===== src/rtl/keypad_pkg.sv =====
`default_nettype none
// ============================================================================
//  Module   : keypad_pkg
//  Brief    : Shared types, keymap and helpers for the 4x4 keypad encoder.
//  Revision : 1.0
// ============================================================================
package keypad_pkg;

    typedef enum logic [1:0] {
        SCAN      = 2'd0,
        DEB_PRESS = 2'd1,
        HELD      = 2'd2,
        DEB_REL   = 2'd3
    } kp_state_t;

    localparam logic [3:0] KEY_ENTER = 4'hE;
    localparam logic [3:0] KEY_CLEAR = 4'hF;

    // Indexed [row][col]; the * and # positions carry enter and clear.
    localparam logic [3:0] KEYMAP [0:3][0:3] = '{
        '{4'h1,      4'h2, 4'h3,      4'hA},
        '{4'h4,      4'h5, 4'h6,      4'hB},
        '{4'h7,      4'h8, 4'h9,      4'hC},
        '{KEY_ENTER, 4'h0, KEY_CLEAR, 4'hD}
    };

    function automatic logic is_one_cold(input logic [3:0] v);
        return ($countones(~v) == 1);
    endfunction

    function automatic logic [1:0] cold_index(input logic [3:0] v);
        logic [1:0] idx;
        idx = 2'd0;
        for (int i = 0; i < 4; i++) begin
            if (!v[i]) idx = 2'(i);
        end
        return idx;
    endfunction

endpackage
`default_nettype wire


===== src/rtl/keypad_encoder_if.sv =====
`default_nettype none
// ============================================================================
//  Module   : keypad_encoder_if
//  Brief    : Keypad matrix lines plus the key_code / key_validn link.
//  Revision : 1.0
// ============================================================================
interface keypad_encoder_if;

    logic [3:0] row_n;
    logic [3:0] col_n;
    logic [3:0] key_code;
    logic       key_validn;

    modport master (
        input  row_n,
        output col_n,
        output key_code,
        output key_validn
    );

    modport slave (
        output row_n,
        input  col_n,
        input  key_code,
        input  key_validn
    );

endinterface
`default_nettype wire


===== src/rtl/kp_sync.sv =====
`default_nettype none
// ============================================================================
//  Module   : kp_sync
//  Brief    : Parameterized 2-flop synchronizer, resets to all ones.
//  Revision : 1.0
// ============================================================================
module kp_sync #(
    parameter int WIDTH = 4
) (
    input  logic             clk,
    input  logic             reset_n,
    input  logic [WIDTH-1:0] i_d,
    output logic [WIDTH-1:0] o_q
);

    logic [WIDTH-1:0] r_meta;
    logic [WIDTH-1:0] r_sync;

    always_ff @(posedge clk or negedge reset_n) begin
        if (!reset_n) begin
            r_meta <= '1;
            r_sync <= '1;
        end else begin
            r_meta <= i_d;
            r_sync <= r_meta;
        end
    end

    assign o_q = r_sync;

endmodule
`default_nettype wire


===== src/rtl/keypad_encoder.sv =====
`default_nettype none
// ============================================================================
//  Module   : keypad_encoder
//  Brief    : 4x4 keypad scanner/debouncer producing key_code + key_validn.
//  Revision : 1.0
// ============================================================================
module keypad_encoder
    import keypad_pkg::*;
#(
    parameter int SCAN_DIV     = 50_000,
    parameter int DEBOUNCE_CNT = 500_000
) (
    input  logic              clk,
    input  logic              reset_n,
    keypad_encoder_if.master  kp
);

    localparam int DIV_W = $clog2(SCAN_DIV);
    localparam int DEB_W = $clog2(DEBOUNCE_CNT);

    localparam logic [DIV_W-1:0] C_DIV_LAST = DIV_W'(SCAN_DIV - 1);
    localparam logic [DEB_W-1:0] C_DEB_LAST = DEB_W'(DEBOUNCE_CNT - 1);

    localparam logic [1:0] ST_SCAN      = SCAN;
    localparam logic [1:0] ST_DEB_PRESS = DEB_PRESS;
    localparam logic [1:0] ST_HELD      = HELD;
    localparam logic [1:0] ST_DEB_REL   = DEB_REL;

    logic [3:0]       w_rs;
    logic [1:0]       w_col_next;

    logic [1:0]       r_state;
    logic [1:0]       r_col;
    logic [3:0]       r_col_n;
    logic [DIV_W-1:0] r_div;
    logic [DEB_W-1:0] r_deb;
    logic [3:0]       r_row_pat;
    logic [1:0]       r_row;
    logic [3:0]       r_key_code;
    logic             r_key_validn;

    kp_sync #(
        .WIDTH (4)
    ) u_row_sync (
        .clk     (clk),
        .reset_n (reset_n),
        .i_d     (kp.row_n),
        .o_q     (w_rs)
    );

    assign w_col_next = r_col + 2'd1;

    always_ff @(posedge clk or negedge reset_n) begin
        if (!reset_n) begin
            r_state      <= ST_SCAN;
            r_col        <= 2'd0;
            r_col_n      <= 4'b1110;
            r_div        <= '0;
            r_deb        <= '0;
            r_row_pat    <= 4'hF;
            r_row        <= 2'd0;
            r_key_code   <= 4'h0;
            r_key_validn <= 1'b1;
        end else begin
            case (r_state)
                ST_SCAN: begin
                    if (r_div == C_DIV_LAST) begin
                        r_div <= '0;
                        // Ghosted (multi-row) samples are treated like no press.
                        if (is_one_cold(w_rs)) begin
                            r_row_pat <= w_rs;
                            r_row     <= cold_index(w_rs);
                            r_deb     <= '0;
                            r_state   <= ST_DEB_PRESS;
                        end else begin
                            r_col   <= w_col_next;
                            r_col_n <= ~(4'b0001 << w_col_next);
                        end
                    end else begin
                        r_div <= r_div + 1'b1;
                    end
                end

                ST_DEB_PRESS: begin
                    if (w_rs != r_row_pat) begin
                        r_div   <= '0;
                        r_state <= ST_SCAN;
                    end else if (r_deb == C_DEB_LAST) begin
                        // Code lands one edge ahead of the strobe for the receiver.
                        r_key_code <= KEYMAP[r_row][r_col];
                        r_state    <= ST_HELD;
                    end else begin
                        r_deb <= r_deb + 1'b1;
                    end
                end

                ST_HELD: begin
                    r_key_validn <= 1'b0;
                    if (w_rs == 4'hF) begin
                        r_deb   <= '0;
                        r_state <= ST_DEB_REL;
                    end
                end

                ST_DEB_REL: begin
                    if (w_rs != 4'hF) begin
                        r_state <= ST_HELD;
                    end else if (r_deb == C_DEB_LAST) begin
                        r_key_validn <= 1'b1;
                        r_div        <= '0;
                        r_col        <= w_col_next;
                        r_col_n      <= ~(4'b0001 << w_col_next);
                        r_state      <= ST_SCAN;
                    end else begin
                        r_deb <= r_deb + 1'b1;
                    end
                end

                default: begin
                    r_state <= ST_SCAN;
                end
            endcase
        end
    end

    assign kp.col_n      = r_col_n;
    assign kp.key_code   = r_key_code;
    assign kp.key_validn = r_key_validn;

endmodule
`default_nettype wire


===== src/flat_wrapper.sv =====
// flat-port wrapper written by rule: the top's interface ports become plain ports
module keypad_encoder_flat import keypad_pkg::*;
#(
    parameter int SCAN_DIV     = 50_000,
    parameter int DEBOUNCE_CNT = 500_000
)
  (clk, reset_n, kp_row_n, kp_col_n, kp_key_code, kp_key_validn);
  keypad_encoder_if kp_i ();
  input  logic clk;
  input  logic reset_n;
  input wire logic [$bits(kp_i.row_n)-1:0] kp_row_n;
  output wire logic [$bits(kp_i.col_n)-1:0] kp_col_n;
  output wire logic [$bits(kp_i.key_code)-1:0] kp_key_code;
  output wire logic [$bits(kp_i.key_validn)-1:0] kp_key_validn;
  assign kp_i.row_n = kp_row_n;
  assign kp_col_n = kp_i.col_n;
  assign kp_key_code = kp_i.key_code;
  assign kp_key_validn = kp_i.key_validn;
  keypad_encoder #(.SCAN_DIV(SCAN_DIV), .DEBOUNCE_CNT(DEBOUNCE_CNT)) u_core (.clk(clk), .reset_n(reset_n), .kp(kp_i));
endmodule

===== config.mk =====
export PLATFORM = sky130hd
export DESIGN_NAME = keypad_encoder_flat
export DESIGN_NICKNAME = d
export VERILOG_FILES = /design/src/rtl/keypad_pkg.sv /design/src/rtl/keypad_encoder_if.sv /design/src/rtl/kp_sync.sv /design/src/rtl/keypad_encoder.sv /design/src/flat_wrapper.sv
export SDC_FILE = /design/constraint.sdc
export NUM_CORES = 1
export LEC_CHECK = 0
export CORE_MARGIN = 4
export CORE_UTILIZATION = 55
export DETAILED_ROUTE_END_ITERATION = 12
export GPL_TIMING_DRIVEN = 0
export HOLD_SLACK_MARGIN = 0.1
export MAX_ROUTING_LAYER = met4
export PLACE_DENSITY = 0.85
export SYNTH_ARGS = -nofsm -noshare
export SYNTH_HDL_FRONTEND = slang
export SYNTH_SLANG_ARGS = --single-unit

===== constraint.sdc =====
create_clock -name clk -period 8.77 [get_ports clk]
set_clock_uncertainty 0.2 [all_clocks]
set_input_delay 0.877 -clock clk [delete_from_list [all_inputs] [get_ports clk]]
set_output_delay 0.877 -clock clk [all_outputs]
set_load 0.02 [all_outputs]

==> impl_metrics.py <==
# Synthesis and PnR figures
metrics = {
    "die": {
        "placementRows": 28,
        "design.die.area_um2": 7640,
        "area_of_the_core_um2": 6030,
        "floorplan.die.height_um": 87.4,
    },
    "sta": {
        "slew_viol_final": 0,
        "rsz_0062_raised_after_global_routing": "false",
        "setup-violations-final": 0,
        "setup_tns_ns": 0,
    },
    "pwr": {
        "power.share.combinational_pct": 3.0,
        "leakage_nw": 1.59,
        "comb_power_mw": 0.0171,
        "switching_share_pct": 21.6,
        "p_seq_share_pct": 51.7,
    },
    "detailed_routing": {
        "detail-route-antenna-nets": 0,
        "drt_pre_antenna_iters": 5,
        "via_density": 6.34,
        "route.top_layer_used": "met4",
        "route.met2.wl_um": 3840,
    },
    "cells_and_area": {
        "area_added_between_synthesis_and_finish_pct": 13.0,
        "antenna-diode-count": 0,
    },
    "critical_path": {
        "start_kind": "flop",
        "rr_startpoint": "u_core.u_row_sync.o_q[0]",
        "slack_of_the_worst_reg_to_reg_path_ns": 5.28,
        "path_depth": 11,
        "critPathMaxStageDelay_ns": 0.57,
        "worst-endpoint-arrival_ns": 3.51,
        "critical_path_class": "flop to flop",
        "worst_ep_required_time_ns": 8.79,
        "cp_cell_sequence": "inv_1 > ha_1 > ha_1 > fa_1 > or3b_2 > o21ai_0 > o211ai_1 > o21a_1 > buf_6 > buf_6 > a221o_1",
        "critPathLaunch": "u_core.u_row_sync.o_q[0]",
    },
    "synthesis": {
        "synth-async-reset-ratio_pct": 100,
        "synth-xor-area-share_pct": 1.52,
        "synth.yosys.num_cells": 357,
        "main_kind_of_combinational_logic_by_area": "simple AND/OR/NAND/NOR gates",
        "floorplan.nets": 375,
    },
    "hold_path": {
        "hp-start": "u_core.u_row_sync.r_meta[1]",
        "whs_path_depth": 0,
    },
    "clock_network": {
        "path_clk_slew_ns": 0.07,
        "clock.latency.late_pin_ns": 0.34,
        "cts_made_buffers": 9,
        "post_cts_resize_count": 0,
        "maximum_root_to_sink_buffer_count": 2,
        "ctsHoldBuffers": 0,
    },
    "global_routing": {
        "use_met1_pct": 28.8,
    },
    "run": {
        "cap_violations": 0,
    },
    "place": {
        "post_dp_cell_area_um2": 3720,
        "routabilityCongestion": 0.904,
    },
    "outcome": {
        "result_of_the_run": "finished clean",
    },
}
[kinds of logic (layout without fill, tap and decap cells)]
family                   Yosys count  after routing
XOR/XNOR                           6              6
adder cells (fa/ha/maj)           12             12
AND-OR/OR-AND                     82             82
AND/OR/NAND/NOR                  151            151
flip-flops                        62             62
multiplexers                      12             12
buffers and inverters             32             63
[per-stage QoR]
stage	cells	power, mW	utilization (%)
2_1_floorplan	357	0.302	-
3_3_place_gp	446	0.312	61.4
3_5_place_dp	447	0.313	61.7
4_1_cts	463	0.569	65.0
5_1_grt	463	0.582	65.0
6_report	463	0.563	65.0
[cell type report]
type                       instances  area (um2)
buffer                            17        86.3
clock buffer                      12         155
clock inverter                     4        45.0
fill                             472        2110
inverter                          15        56.3
multi-input combinational        263        1750
sequential                        62        1570
tap                               75        93.8
timing repair buffer              15         155
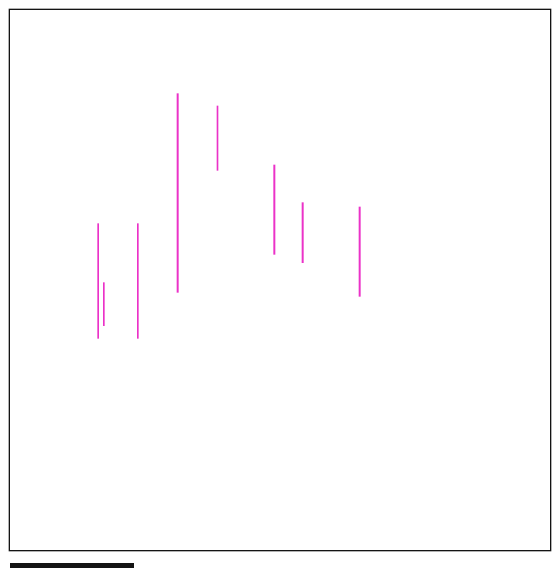
*Metal 4*
Scale bar: 20 um.
The wires run mostly vertical. 7 nets have wire on it. The longest straight run is 32.0 um. The layer holds 1.6% of the routed length. The layer carries 124 um of wire.
count of vias placed by the detailed router: 2935
Total Wirelength: 7770 um

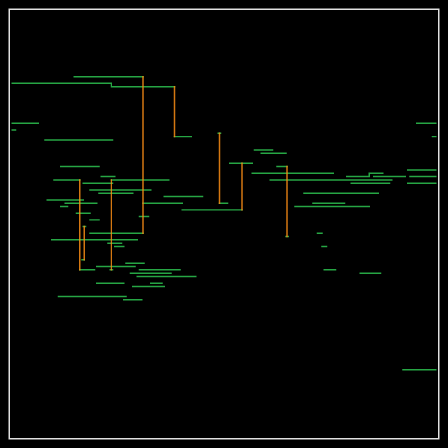
*Routed metal, one color a layer*
Two of the layers only.
Key: green = met3 [wire length 436 um]; orange = met4 [wire length 124 um]
overall routing resource usage: 22.8%
detail-routed net length per standard cell: 16.8 um

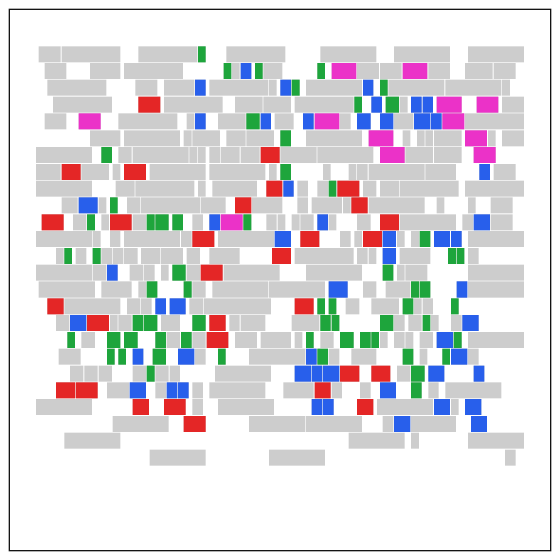
*Gate families picked out*
Key: red = AND-OR and OR-AND gates [cells 30]; green = NAND gates [cells 61]; blue = inverting AOI/OAI gates [cells 52]; magenta = multiplexers [cells 12]
most frequent logic cell in the layout: sky130_fd_sc_hd__dfrtp_1
Comb/total area: 44.8%
number of non-filler instances in the completed layout: 463

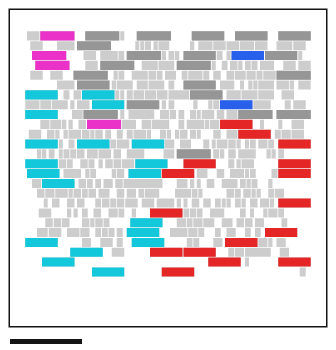
*Sequential cells grouped by signal name*
Scale bar: 20 um. Other sequential cells in the stronger gray, the rest of the logic in the fainter gray.
Key: blue = u_core.r_col [placed flops 2]; red = u_core.r_div [placed flops 16]; magenta = u_core.u_row_sync.r_meta [placed flops 4, where top left]; cyan = u_core.r_deb [placed flops 19]
Another 21 sequential cells are not colored.
Seq group: 0.291 mW
flop share of the area: 40.1%
FF+latch area: 1570 um2

Power figures rest on the tool's default switching activity, not on a simulated workload.
